<file path="config.mk">
export PLATFORM = sky130hd
export DESIGN_NAME = input_conditioner
export DESIGN_NICKNAME = d
export VERILOG_FILES = /design/src/rtl/input_conditioner.sv
export SDC_FILE = /design/constraint.sdc
export NUM_CORES = 1
export LEC_CHECK = 0
export ABC_AREA = 1
export CORE_ASPECT_RATIO = 0.6
export CORE_MARGIN = 5
export CORE_UTILIZATION = 55
export DETAILED_ROUTE_END_ITERATION = 7
export PLACE_DENSITY = 0.79
export SYNTH_ARGS = -nofsm -noshare
export SYNTH_HDL_FRONTEND = slang
export SYNTH_SLANG_ARGS = --single-unit
</file>
<file path="constraint.sdc">
create_clock -name CLOCK -period 4.2 [get_ports CLOCK]
set_input_delay 0.63 -clock CLOCK [delete_from_list [all_inputs] [get_ports CLOCK]]
set_output_delay 0.63 -clock CLOCK [all_outputs]
set_load 0.01 [all_outputs]
</file>
<file path="src/rtl/input_conditioner.sv">
// Synchronises and debounces N_INPUTS raw board inputs, producing a clean level
// per channel plus registered single-cycle rise/fall pulses.
module input_conditioner #(
  parameter int unsigned N_INPUTS        = 4,
  parameter int unsigned SYNC_STAGES     = 2,
  parameter int unsigned DEBOUNCE_CYCLES = 1000000
) (
  input  logic                CLOCK,
  input  logic                RST,
  input  logic [N_INPUTS-1:0] RAW,
  output logic [N_INPUTS-1:0] LEVEL,
  output logic [N_INPUTS-1:0] RISE,
  output logic [N_INPUTS-1:0] FALL,
  output logic                CHANGED
);

  localparam int unsigned CW = $clog2(DEBOUNCE_CYCLES + 1);
  localparam logic [CW-1:0] CNT_LAST = CW'(DEBOUNCE_CYCLES - 1);
  localparam logic [CW-1:0] CNT_ONE  = CW'(1);

  logic [SYNC_STAGES-1:0][N_INPUTS-1:0] sync_q, sync_d;
  logic [N_INPUTS-1:0][CW-1:0]          cnt_q, cnt_d;
  logic [N_INPUTS-1:0]                  level_q, level_d;
  logic [N_INPUTS-1:0]                  rise_q, rise_d;
  logic [N_INPUTS-1:0]                  fall_q, fall_d;
  logic [N_INPUTS-1:0]                  s;

  assign s = sync_q[SYNC_STAGES-1];

  always_comb begin
    sync_d[0] = RAW;
    for (int unsigned st = 1; st < SYNC_STAGES; st++) begin
      sync_d[st] = sync_q[st-1];
    end
  end

  // Any cycle where the synchronised input agrees with the level restarts the count.
  always_comb begin
    cnt_d   = cnt_q;
    level_d = level_q;
    rise_d  = '0;
    fall_d  = '0;
    for (int unsigned i = 0; i < N_INPUTS; i++) begin
      if (s[i] == level_q[i]) begin
        cnt_d[i] = '0;
      end else if (cnt_q[i] == CNT_LAST) begin
        level_d[i] = s[i];
        cnt_d[i]   = '0;
        rise_d[i]  = s[i];
        fall_d[i]  = ~s[i];
      end else begin
        cnt_d[i] = cnt_q[i] + CNT_ONE;
      end
    end
  end

  always_ff @(posedge CLOCK or negedge RST) begin
    if (!RST) begin
      sync_q  <= '0;
      cnt_q   <= '0;
      level_q <= '0;
      rise_q  <= '0;
      fall_q  <= '0;
    end else begin
      sync_q  <= sync_d;
      cnt_q   <= cnt_d;
      level_q <= level_d;
      rise_q  <= rise_d;
      fall_q  <= fall_d;
    end
  end

  assign LEVEL   = level_q;
  assign RISE    = rise_q;
  assign FALL    = fall_q;
  assign CHANGED = |(rise_q | fall_q);

endmodule
</file>
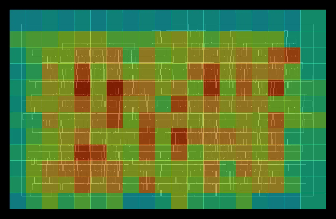
**Above:** run 1 (routing congestion map).
share of the core filled with cells in the final layout: 63.59%
met2 track demand over resource in global routing: 30.61%

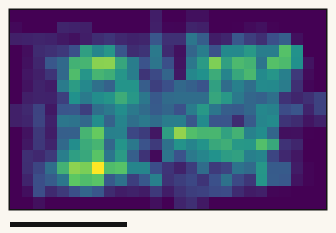
**Above:** run 1 (routed metal per tile).
Scale bar: 50 um. The die is cut into 27 by 17 equal tiles; dark purple is low, yellow is high, scaled to the fullest tile. Values are wire area over tile area, all layers added.
tiles over half the peak: 16%
densest ninth of the die: middle
fullest tile: 0.58
nearly empty tiles: 21%
mean over tiles: 0.15

==> impl_metrics.py, run 1 <==
# Flow results
metrics = {
    "power": {
        "power.net_switching_mw": 0.4288,
        "clockPowerShare_pct": 44.8,
        "power.clock.total_mw": 0.854,
        "p_int_mw": 1.476,
    },
    "layout": {
        "clockBufferCount": 10,
        "mostFrequentLayoutCell": "sky130_fd_sc_hd__nor2_1",
        "layout.filler_cells": 753,
        "num-nets-final": 680,
        "drive_above_1_share_pct": 11.70,
        "comb_area_share_pct": 41.89,
        "clock_tree_area_fraction_pct": 5.351,
    },
    "yosys": {
        "floorplan.nets": 650,
        "synthMostInstantiatedCell": "sky130_fd_sc_hd__nor2_1",
        "ys_seq_elements": 100,
        "distinct_lib_cells_used": 29,
        "xor_xnor_cells_area_fraction_pct": 6.617,
    },
    "cts": {
        "tritoncts.num_buffers": 9,
        "tritoncts": "yes",
        "cts_max_level": 3,
    },
    "sta": {
        "slew_limit_fails": 0,
        "maxSlewHeadroom_pct": 40.27,
    },
    "routing": {
        "route.detailed.drc": 0,
        "antenna_left": 0,
    },
    "floorplan": {
        "design.core.area_um2": 9155,
    },
    "critical_path": {
        "critical_path_required_ns": 3.57,
        "reg2reg_setup_slack_ns": 2.61,
        "element_type_at_the_critical_path_end": "output pin",
        "worst_path_max_delay_cell": "sky130_fd_sc_hd__clkdlybuf4s50_1",
        "timing.setup.critical_path_class": "reg -> out",
    },
    "placed_design": {
        "dpl_cell_area_um2": 5510,
        "placed_cells": 789,
        "dp_slack_ns": 2.079,
    },
    "run": {
        "log.warning_count": 26,
    },
    "global_routing": {
        "number_of_global_route_vias_before_repair": 4020,
    },
    "run_status": {
        "outcome": "complete, no violations",
    },
    "hold_path": {
        "holdCritPathClass": "reg -> reg",
    },
}
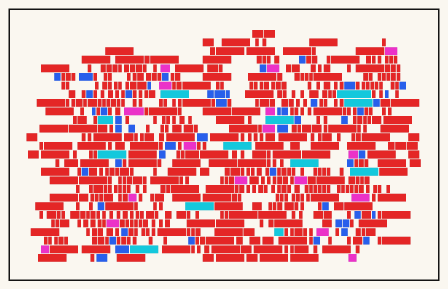
**Above:** run 1 (cell sizes after repair).
legend:
  cyan:
    size: _6 and larger
    cells: 12
    most_used: clkbuf_16
  blue:
    size: _2 cells
    cells: 50
    most_used: nor2_2
  magenta:
    size: _3 and _4 cells
    cells: 17
    most_used: nor2_4
  red:
    size: _0 and _1 cells
    cells: 596
    most_used: nor2_1

**Run 1: cells coloured by class**

Scale bar: 50 um.
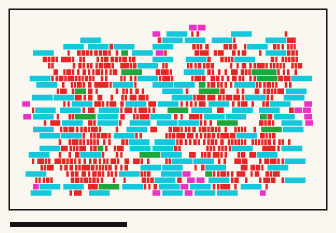

==> run 1 -> run 2 <==
==> constraint.sdc (replaced) <==
create_clock -name CLOCK -period 2.5 [get_ports CLOCK]
set_input_delay 0.375 -clock CLOCK [delete_from_list [all_inputs] [get_ports CLOCK]]
set_output_delay 0.375 -clock CLOCK [all_outputs]
set_load 0.01 [all_outputs]
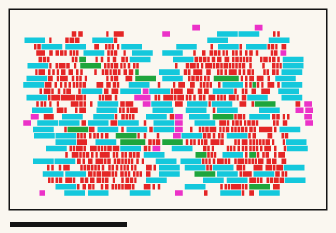
**Above:** run 2 (cells coloured by class).
Scale bar: 50 um.
legend:
  cyan:
    class: sequential cells
    cells: 100
  magenta:
    class: remaining buffers and delay cells
    cells: 21
  red:
    class: combinational and other logic
    cells: 540
  green:
    class: clock drivers and dummy loads
    cells: 16
total core area: 9155 um^2
share of the core filled with cells in the final layout: 64.06%
flip-flop and latch share of the layout cell area: 42.67%
post-route cell area: 5864 um^2

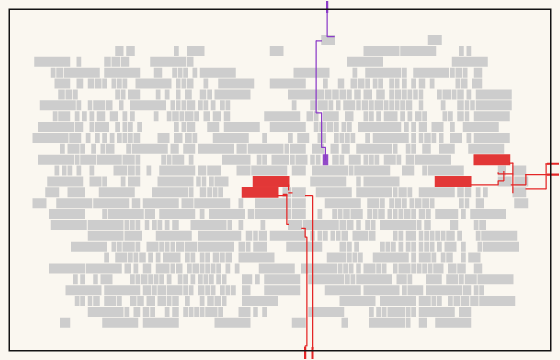
**Above:** run 2 (wires at chosen ports, followed through buffers).
legend:
  purple:
    port: `CHANGED`
    bits: 1
    direction: output
    edge: top
    end_cells: 1
    buffers: 1
    wire: 41.7 um
  red:
    port: `RISE`
    bits: 4
    direction: output
    edge: 2 bottom, 2 right
    end_cells: 4
    buffers: 4
    wire: 134 um
number of top-level design ports: 19
number of input and output port buffers inserted: 18

==> run 2 against run 1 <==
- design area is 0.73% higher
- critical path depth stayed put
- non-clock buffer count is 2 higher
- critical endpoint unchanged
- largest cell class unchanged
- highest routed layer unchanged
==> impl_metrics.py, run 2 <==
# Flow results
metrics = {
    "power": {
        "clockPowerShare_pct": 45.7,
        "power.net_switching_mw": 0.6800,
        "pg_seq_mw": 1.66,
        "biggest_consumer": "sequential cells",
        "power.clock.total_mw": 1.49,
        "sequential_power_share_pct": 50.9,
        "power.ir.vdd_worst_v": 0.0004193,
        "p_int_mw": 2.577,
    },
    "yosys": {
        "synth_adder_area_share_pct": 0.9695,
        "post_synth_main_logic_family": "simple AND/OR/NAND/NOR gates",
        "synth_area_leader_cell": "sky130_fd_sc_hd__dfrtp_1",
        "yosys-stat-area_um2": 5162,
        "synth_sequential_area_ratio_pct": 48.47,
        "synth_top_area_share_pct": 48.47,
        "netlist_instances": 640,
        "synth.cells.most_frequent": "sky130_fd_sc_hd__nor2_1, sky130_fd_sc_hd__nand2_1, sky130_fd_sc_hd__dfrtp_1, sky130_fd_sc_hd__inv_1, sky130_fd_sc_hd__nand3_1",
        "postSynthAreaPerCell_um2": 8.066,
        "synthMostInstantiatedCell": "sky130_fd_sc_hd__nor2_1",
        "simple_gate_share_pct": 36.67,
        "post_synth_instance_area_um2": 5162,
        "synth-warning-count": 0,
        "floorplan.nets": 650,
        "synth-compound-area-share_pct": 2.981,
        "synthFlopType": "sky130_fd_sc_hd__dfrtp_1",
        "distinct_lib_cells_used": 29,
        "ys_seq_elements": 100,
        "xor_xnor_cells_area_fraction_pct": 6.617,
    },
    "layout": {
        "multi_input_comb_cells": 481,
        "layout.filler_cells": 749,
        "final_cells": 807,
        "drive_above_1_share_pct": 11.96,
        "count_of_buffers_not_belonging_to_the_clock_network_in_the_layout": 21,
        "num-nets-final": 682,
        "clock_tree_area_fraction_pct": 5.569,
        "mostFrequentLayoutCell": "sky130_fd_sc_hd__nor2_1",
        "n_all_inverters": 59,
        "clockBufferCount": 10,
        "comb_area_share_pct": 41.58,
    },
    "sta": {
        "maxSlewHeadroom_pct": 61.67,
        "hold_violations": 0,
        "setup_total_negative_slack_ns": 0,
        "clock-skew-final_ns": 0.004547,
        "slew_limit_fails": 0,
        "count_of_endpoints_failing_setup_in_the_final_report": 0,
    },
    "critical_path": {
        "cp_slowest_stage_delay_ns": 0.54,
        "reg2reg_setup_slack_ns": 0.94,
        "element_type_at_the_critical_path_end": "output pin",
        "timing.setup.critical_path_class": "reg -> out",
        "critical_path_required_ns": 2.12,
        "critical_path.top_delay_family": "simple AND/OR/NAND/NOR gates",
        "worstRegToRegCells": 6,
        "worst_path_max_delay_cell": "sky130_fd_sc_hd__nor4_1",
        "critical_path.n_buffers_inverters": 1,
        "critical_path.cell_chain": "nor4_1 -> nand2_1 -> clkdlybuf4s50_1",
    },
    "routing": {
        "route.detailed.wl_per_inst_um": 13.09,
        "highest_layer": "met4",
        "detailroute.wirelength.met2_um": 4656,
        "route.detailed.drc": 0,
        "antenna_left": 0,
        "met3WireLength_um": 774,
    },
    "placed_design": {
        "place.detailed.hpwl_um": 7633,
        "gp_routability_congestion": 0.9454,
        "dp_slack_ns": 0.6155,
        "placed_cells": 791,
        "dpl_cell_area_um2": 5538,
    },
    "floorplan": {
        "num_tap_cells": 130,
        "fp.dieArea_um2": 11490,
    },
    "global_routing": {
        "globalRouteTotalUtil_pct": 19.73,
        "groute.layer.met1.usage_pct": 28.06,
        "globalRouteMet2Util_pct": 30.16,
        "number_of_global_route_vias_before_repair": 3955,
    },
    "cts": {
        "postCtsHoldBufs": 0,
        "tritoncts": "yes",
        "tritoncts.num_buffers": 9,
        "cts_max_level": 3,
    },
    "run": {
        "log.warning_count": 26,
    },
    "run_status": {
        "outcome": "complete, no violations",
    },
    "hold_path": {
        "holdCritPathClass": "in -> async",
    },
}
==> run 2 -> run 3 <==
--- a/config.mk
+++ b/config.mk
@@ -9,6 +9,7 @@
 export CORE_ASPECT_RATIO = 0.6
 export CORE_MARGIN = 5
 export CORE_UTILIZATION = 55
+export CTS_CLUSTER_DIAMETER = 30
 export DETAILED_ROUTE_END_ITERATION = 7
 export PLACE_DENSITY = 0.79
 export SYNTH_ARGS = -nofsm -noshare
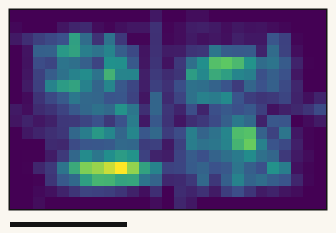
**Above:** run 3 (routed metal per tile).
Scale bar: 50 um. The die is cut into 27 by 17 equal tiles; dark purple is low, yellow is high, scaled to the fullest tile. Values are wire area over tile area, all layers added.
tiles over half the peak: 7.4%
fullest tile: 0.74
nearly empty tiles: 22%
mean over tiles: 0.15

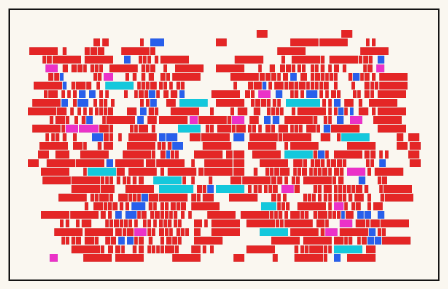
**Above:** run 3 (cell sizes after repair).
legend:
  blue:
    size: _2 cells
    cells: 52
    most_used: nor2_2
  cyan:
    size: _6 and larger
    cells: 13
    most_used: clkbuf_16
  red:
    size: _0 and _1 cells
    cells: 596
    most_used: nor2_1
  magenta:
    size: _3 and _4 cells
    cells: 16
    most_used: nor2_4

==> run 3 against run 2 <==
- synthesized cell count did not move
- via count did not move
- die size did not move
- critical endpoint unchanged
- critical path depth did not move
- register-to-register slack barely moved
- clock skew did not move
- global-route usage did not move
- worst setup slack did not move
- sequential share of layout area did not move
- worst hold slack did not move
- largest cell class unchanged
- count of clock-buffer cells in the layout did not move
==> impl_metrics.py, run 3 <==
# Flow results
metrics = {
    "run_status": {
        "outcome": "complete, no violations",
    },
    "critical_path": {
        "cp_slowest_stage_delay_ns": 0.54,
        "critical_path.top_delay_family": "simple AND/OR/NAND/NOR gates",
        "critical_path.cell_chain": "nor4_1 -> nand2_1 -> clkdlybuf4s50_1",
        "critical_path.n_buffers_inverters": 1,
        "reg2reg_setup_slack_ns": 0.94,
        "element_type_at_the_critical_path_end": "output pin",
        "worst_path_max_delay_cell": "sky130_fd_sc_hd__nor4_1",
    },
    "power": {
        "p_int_mw": 2.577,
        "biggest_consumer": "sequential cells",
        "pg_seq_mw": 1.66,
    },
    "sta": {
        "hold_violations": 0,
        "maxSlewHeadroom_pct": 61.67,
        "count_of_endpoints_failing_setup_in_the_final_report": 0,
        "setup_total_negative_slack_ns": 0,
        "clock-skew-final_ns": 0.004547,
    },
    "yosys": {
        "synth.cells.most_frequent": "sky130_fd_sc_hd__nor2_1, sky130_fd_sc_hd__nand2_1, sky130_fd_sc_hd__dfrtp_1, sky130_fd_sc_hd__inv_1, sky130_fd_sc_hd__nand3_1",
        "netlist_instances": 640,
        "post_synth_main_logic_family": "simple AND/OR/NAND/NOR gates",
        "synthFlopType": "sky130_fd_sc_hd__dfrtp_1",
        "synth-compound-area-share_pct": 2.981,
        "yosys-stat-area_um2": 5162,
        "synth_sequential_area_ratio_pct": 48.47,
        "synth-warning-count": 0,
        "post_synth_instance_area_um2": 5162,
        "distinct_lib_cells_used": 29,
        "postSynthAreaPerCell_um2": 8.066,
        "synthMostInstantiatedCell": "sky130_fd_sc_hd__nor2_1",
        "synth_area_leader_cell": "sky130_fd_sc_hd__dfrtp_1",
    },
    "layout": {
        "flip_flop_and_latch_share_of_the_layout_cell_area_pct": 42.67,
        "layout.cell_area.non_filler_um2": 5864,
        "comb_area_share_pct": 41.58,
        "drive_above_1_share_pct": 11.96,
        "clockBufferCount": 10,
        "clock_tree_area_fraction_pct": 5.569,
        "num-nets-final": 682,
    },
    "placed_design": {
        "dpl_cell_area_um2": 5538,
        "gp_routability_congestion": 0.9454,
        "placed_cells": 791,
    },
    "routing": {
        "met3WireLength_um": 774,
        "antenna_left": 0,
        "route.detailed.wl_per_inst_um": 13.09,
        "route.detailed.drc": 0,
        "highest_layer": "met4",
        "detailroute.wirelength.met2_um": 4656,
    },
    "run": {
        "log.warning_count": 26,
    },
    "global_routing": {
        "globalRouteTotalUtil_pct": 19.73,
        "globalRouteMet2Util_pct": 30.16,
        "number_of_global_route_vias_before_repair": 3955,
        "groute.layer.met1.usage_pct": 28.06,
    },
    "floorplan": {
        "fp.dieArea_um2": 11490,
        "design.portCount": 19,
    },
}
Power figures rest on the tool's default switching activity, not on a simulated workload.
